==> config.mk <==
export PLATFORM = sky130hd
export DESIGN_NAME = a2d_spi_resp
export DESIGN_NICKNAME = d
export VERILOG_FILES = /design/src/rtl/a2d_spi_resp.sv
export SDC_FILE = /design/constraint.sdc
export NUM_CORES = 1
export LEC_CHECK = 0
export CAP_MARGIN = 20
export CORE_ASPECT_RATIO = 2
export CORE_MARGIN = 4
export CORE_UTILIZATION = 45
export CTS_BUF_LIST = sky130_fd_sc_hd__clkbuf_16
export DETAILED_ROUTE_END_ITERATION = 8
export DONT_BUFFER_PORTS = 1
export PLACE_DENSITY_LB_ADDON = 0.12
export SYNTH_ARGS = -nofsm -noshare
export SYNTH_HDL_FRONTEND = slang
export SYNTH_SLANG_ARGS = --single-unit
==> constraint.sdc <==
create_clock -name clk -period 2.19 [get_ports clk]
set_input_delay 0.438 -clock clk [delete_from_list [all_inputs] [get_ports clk]]
set_output_delay 0.438 -clock clk [all_outputs]
set_load 0.02 [all_outputs]
Figure 1. Placed standard cells (run 1).
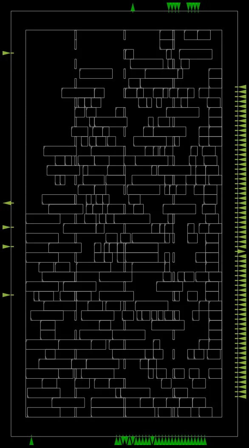
non-filler cells, final: 313
seq_cells: 49
core box area: 0.00601 mm2
flop share of the area: 41.0%

Figure 2. Close-up of the layout (run 1).
Region (12, 16) to (52, 56) um. Cells in grey, sequential cells in the stronger grey; small squares are vias.
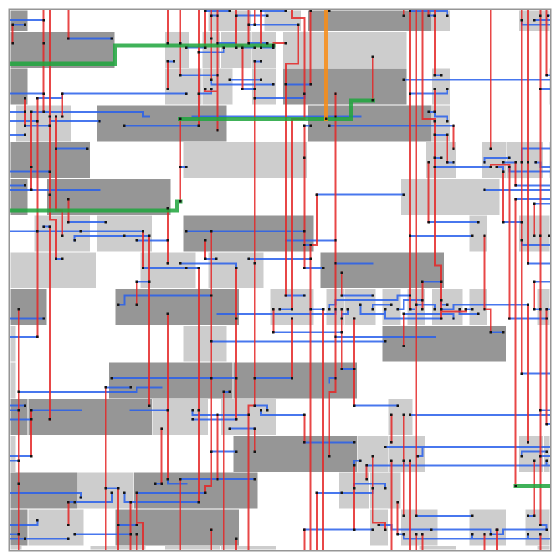
[blue] M1
[green] M3
[orange] M4
[red] M2
sequential cells in the window: 18
most frequent: dfrtp_1 (16), mux2_2 (8), a22oi_1 (7)
cells with their middle in the window: 68

Figure 3. Clock wires, drivers and flops (run 1).
Scale bar: 20 um.
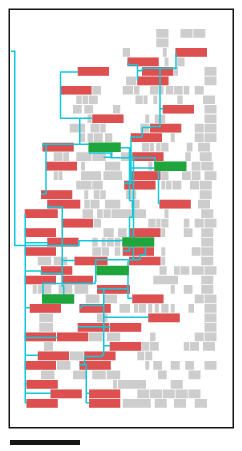
[cyan] clock wires | length: 617 um
[green] clock-net drivers | count: 5
[red] flip-flops | count: 49
routed clock nets: 6
P_clk: 0.000791 W
Clock Power Share: 31.7%
worst clock skew: 4.81 ps
clock latency on the worst-skew pair: 290 ps

==> results.ini, run 1 <==
[setup_path]
start_kind = flip-flop
reg2reg_depth = 4
cp.arrival_ps = 2130
crit_required_ps = 2370
ff2ff_setup_slack_ps = 240
crit_type = reg -> reg

[floorplanning]
fp-row-count = 40
die_w_um = 63.8
die-area_mm2 = 0.00763
pin_count = 108
fp-utilization_pct = 46.6

[sta]
hold_viol = 0
setup_violations = 0
setup_tns_ps = 0
setup_slack_ps = 235
max_freq_mhz = 512
hold_ws_ps = 95.1
worstMarginPinSlew_ps = 854
grt_setup_unrepaired = false
fin_crit_ps = 1950
slew_violations = 0

[yosys]
async_flop_share_pct = 100
netlist_instances = 250
yosysWarnings = 0
synth_seq_share_pct = 43.9
ys_seq_elements = 49
ys_sh_adder_pct = 1.34
synthXorXnorAreaFrac_pct = 0
syn_nets = 354
synthTopLogicFamily = multiplexers
mux_share_pct = 24.5
area_leaders = dfrtp_1 41%, mux2i_1 16%, a22oi_1 5.9%
ys_chip_area_mm2 = 0.00280
ys.flop_type = dfrtp_1
synth_cell_types = 37
synth.top_cell.area_share_pct = 41.1
ys_cells = 250
avgSynthCellArea_um2 = 11.2

[global_route]
grt_antenna_before_repair = 0
grt_max_degree = 31
grt_first_pass_wirelength_mm = 10.0
grt_pass1_vias = 2078
grt_overflow = 0
grt_usage_pct = 17.0

[power_and_ir_drop]
ir_drop_mv = 0.732
p_leak_nw = 1.17
power_density_mw_per_mm2 = 831

[clocking]
cts-resized-gates = 0
cts_hold_buf = 0
clk_path_buf_depth = 2
cts.clk_slew.worst_paths_ps = 70
cts_buffers = 5
cts_sinks = 49
cts_tree = built
post-cts-setup-buffers = 0
htreeDepth = 2

[placement]
dp_hpwl_mm = 4.99
pre_cts_ws_ps = 205
portBuffers = 0
gp_congestion = 0.806

[route]
drc = 0
vias = 1967
drt-pass1-iter-count = 4
vias_per_cell = 6.28
wl_per_cell_um = 19.9
wirelength_mm = 6.24
detail-route-antenna-nets = 0

[run]
warning_count = 28
cap_violations = 0

[worst_hold_path]
hp-class = in -> async

[cells_and_area]
area_growth_pct = 7.10
fin_util_pct = 50.0
diodes = 0
final_layout_size_suffix_gt1_share_pct = 18.0
regArea_mm2 = 0.00123
fillers = 535
final_nets = 353
largest_reg_flops = 16

[run_status]
outcome = complete, no violations

[run 1: layer usage]
layer  GRT usage [%]  vias to the layer above  share of wire (%)
met1            15.9                      943                 33
met3            4.59                        4                7.1
li1                -                      931                  -
met4            5.68                        0                1.4
met5               0                        -                  0
met2            33.6                       89                 58
[run 1: stage by stage]
step / instances / power [W]
floorplan: 250 / 0.00161
global placement: 305 / 0.00171
detailed placement: 305 / 0.00173
CTS: 313 / 0.00253
global route: 313 / 0.00265
finish: 313 / 0.00249
[run 1: worst max-delay path: stages (launching register included)]
cell and delay, ps:
dfrtp_1 600, inv_2 270, nor4_2 600, nor2_2 160, a22o_1 210
[run 1: where the power goes]
group | internal [W] | switching (W) | leakage (nW)
Clock | 0.000437 | 0.000353 | 0.0763
Combinational | 0.000219 | 0.000234 | 0.482
Sequential | 0.00112 | 0.000132 | 0.609
[run 1: cells by family after synthesis]
logic type | Yosys count
flops | 49
buf+inv | 22
simple gates | 60
fa+ha+maj | 3
compound gates | 52
mux | 64
[run 1: cells in the final DEF (no fill, tap or decap), types with 2 or more instances in the layout]
cell	synthesis	routed
mux2i_1	45	45
nand2b_1	2	2
dfrtp_1	46	45
ha_1	3	3
nor2_1	12	12
a31oi_1	11	11
a21oi_1	5	5
buf_4	3	6
mux2_2	14	14
dfstp_2	3	3
mux4_2	2	2
a22oi_1	22	22
nand2_1	12	12
a22o_1	4	4
o31ai_1	5	5
inv_2	1	2
or4_1	3	3
clkbuf_16	0	5
inv_1	6	5
mux2_1	3	3
and2_1	3	3
nand3_1	16	16
nor2b_1	4	4
o21ai_0	2	2
[run 1: final cells by class]
type	count	share of cell area (%)
clock buffers	5	4.17
clock inverters	3	0.959
inverters	7	0.876
multi-input cells	179	48.2
flip-flops and latches	49	41.0
well taps	63	2.63
repair buffers	7	2.17
[run 1: synthesized netlist by cell type (2+ instances only)]
| master | n |
|---|---|
| nand2_1 | 12 |
| mux4_2 | 2 |
| a22o_1 | 4 |
| mux2_2 | 14 |
| buf_2 | 2 |
| and2_1 | 3 |
| dfrtp_1 | 46 |
| nor2_1 | 12 |
| buf_4 | 3 |
| mux2i_1 | 45 |
| or4_1 | 3 |
| o31ai_1 | 5 |
| dfstp_2 | 3 |
| a22oi_1 | 22 |
| inv_1 | 6 |
| a21oi_1 | 5 |
| ha_1 | 3 |
| buf_6 | 4 |
| clkbuf_1 | 6 |
| nand3_1 | 16 |
| nor2b_1 | 4 |
| o21ai_0 | 2 |
| nand2b_1 | 2 |
| mux2_1 | 3 |
| a31oi_1 | 11 |
Figure 4. Signal wires by layer (run 1).
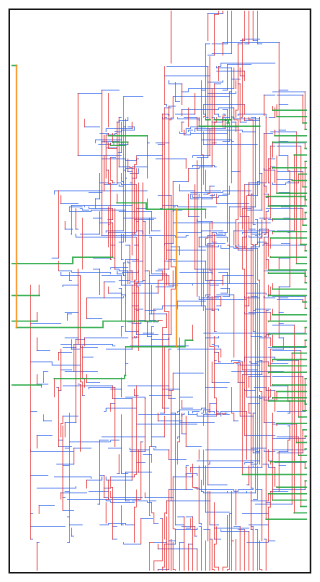

==> inputs of run 2 (changes only) <==
--- a/config.mk
+++ b/config.mk
@@ -8,7 +8,7 @@
 export CAP_MARGIN = 20
 export CORE_ASPECT_RATIO = 2
 export CORE_MARGIN = 4
-export CORE_UTILIZATION = 45
+export CORE_UTILIZATION = 41
 export CTS_BUF_LIST = sky130_fd_sc_hd__clkbuf_16
 export DETAILED_ROUTE_END_ITERATION = 8
 export DONT_BUFFER_PORTS = 1
Figure 5. Signal wires by layer (run 2).
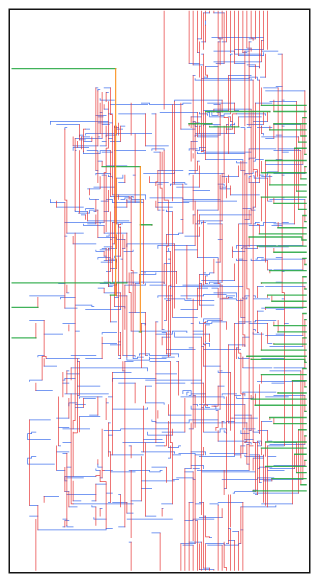
[green] M3 | wire length: 451 um
[orange] M4 | wire length: 87.0 um
[red] M2 | wire length: 3440 um
[blue] M1 | wire length: 2150 um
routed vias: 1929
Total GRT Usage: 15.0%
WL final: 6.12 mm

Figure 6. Clock wires, drivers and flops (run 2).
Scale bar: 20 um.
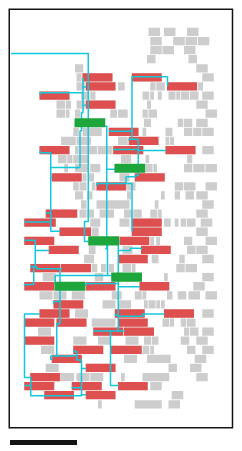
[red] flip-flops | count: 49
[cyan] clock wires | length: 610 um
[green] clock-net drivers | count: 5
routed clock nets: 6
worst clock skew: 6.23 ps

==> run 2 against run 1 <==
Effect of this change: clock skew rose by 1.4 ps; synthesized area did not move; register-to-register slack improved by 120 ps; synthesized cell count did not move; clock power barely moved; wire length fell by 1.9%; clock-buffer cell count did not move.
==> results.ini, run 2 <==
[yosys]
ys_seq_elements = 49  ; unchanged
async_flop_share_pct = 100  ; unchanged
synth.top_cell.area_share_pct = 41.1  ; unchanged
ys_chip_area_mm2 = 0.00280  ; unchanged
ys.flop_type = dfrtp_1  ; unchanged
ys_cells = 250  ; unchanged
synth_seq_share_pct = 43.9  ; unchanged
area_leaders = dfrtp_1 41%, mux2i_1 16%, a22oi_1 5.9%  ; unchanged
yosysWarnings = 0  ; unchanged

[power_and_ir_drop]
power_density_mw_per_mm2 = 819  ; was 831 mW/mm2
p_sw_share_pct = 28.6  ; was 28.9%
seqPwrFrac_pct = 49.8  ; was 50.1%
intPower_w = 0.00178  ; was 0.00177 W
switchingPower_w = 0.000713  ; was 0.000719 W
power_frac_clock_pct = 31.7  ; about the same

[route]
route.met3.wl_um = 450  ; was 446 um
route.met2.wl_mm = 3.44  ; was 3.62 mm
drc = 0  ; unchanged
vias_per_cell = 5.71  ; was 6.28

[global_route]
grt_first_pass_wirelength_mm = 9.69  ; was 10.0 mm
grt_overflow = 0  ; unchanged
grt_pass1_vias = 2070  ; was 2078

[sta]
hold_viol = 0  ; unchanged
worstMarginPinSlew_ps = 851  ; was 854 ps
grt_setup_unrepaired = false  ; unchanged
setup_violations = 0  ; unchanged

[worst_hold_path]
hp-class = in -> async  ; unchanged

[cells_and_area]
largest_reg_flops = 16  ; unchanged
diodes = 0  ; unchanged
area_growth_pct = 8.66  ; was 7.10%

[clocking]
cts.clk_slew.worst_paths_ps = 70  ; about the same
cts_tree = built  ; unchanged
clk_path_buf_depth = 2  ; unchanged
cts_buffers = 5  ; unchanged
cts-resized-gates = 0  ; unchanged
htreeDepth = 2  ; unchanged

[placement]
portBuffers = 0  ; unchanged
dp.cells = 330  ; was 305
gp_congestion = 0.749  ; was 0.806

[setup_path]
critPathMaxStageDelay_ps = 740  ; was 600 ps
crit_type = reg -> reg  ; unchanged
cp.arrival_ps = 2000  ; was 2130 ps
crit_slowest_cell = nor2b_1  ; was dfrtp_1
crit_chain = nor2b_1, a22oi_1, nand3_1, a31oi_1  ; was inv_2, nor4_2, nor2_2, a22o_1
crit_required_ps = 2350  ; was 2370 ps

[floorplanning]
pin_count = 108  ; unchanged
fp-row-count = 42  ; was 40
die_w_um = 66.5  ; was 63.8 um

[run]
warning_count = 28  ; unchanged
cap_violations = 0  ; unchanged

[run_status]
outcome = complete, no violations  ; unchanged

[run 2: power groups by stage]
stage          Sequential (W)  Combinational, W  Clock [W]
2_1_floorplan         0.00122          0.000386          0
3_3_place_gp          0.00126          0.000459          0
3_5_place_dp          0.00126          0.000472          0
4_1_cts               0.00124          0.000473   0.000816
5_1_grt               0.00127          0.000530   0.000853
6_report              0.00124          0.000461   0.000791
[run 2: final cells by class]
class                           count  area, um2
Clock buffer                        5        125
Sequential cell                    49       1230
Fill cell                         644       3580
Clock inverter                      3       28.8
Tap cell                           88        110
Timing Repair Buffer                7       77.6
Inverter                            7       26.3
Multi-Input combinational cell    179       1450
[run 2: routing by layer]
layer	track usage, %	vias up
met5	0	-
met4	5.39	0
met3	3.07	5
met2	28.9	78
met1	14.9	912
li1	-	934
[run 2: metrics by stage]
| step | instance area [um2] | utilization [%] | power [W] | worst slack [ps] | hold WS [ps] |
|---|---|---|---|---|---|
| final | 3040 | 46.0 | 0.00249 | 351 | 95.7 |
| after global routing | 3040 | 46.0 | 0.00265 | 163 | 127 |
| after CTS | 3040 | 46.0 | 0.00253 | 283 | 116 |
| after detailed placement | 2890 | 43.7 | 0.00173 | 297 | 336 |
| after global placement | 2890 | 43.7 | 0.00172 | 300 | 332 |
| after floorplan | 2800 | - | 0.00161 | 581 | 331 |
[run 2: kinds of logic (layout without fill, tap and decap cells)]
family,count (synthesis),after routing,synth area share (%)
AND-OR/OR-AND,52,52,13.8
flip-flops,49,49,43.9
buffers and inverters,22,22,4.51
AND/OR/NAND/NOR,60,60,11.9
multiplexers,64,64,24.5
adder cells (fa/ha/maj),3,3,1.34
Power and IR drop assume default switching activity.
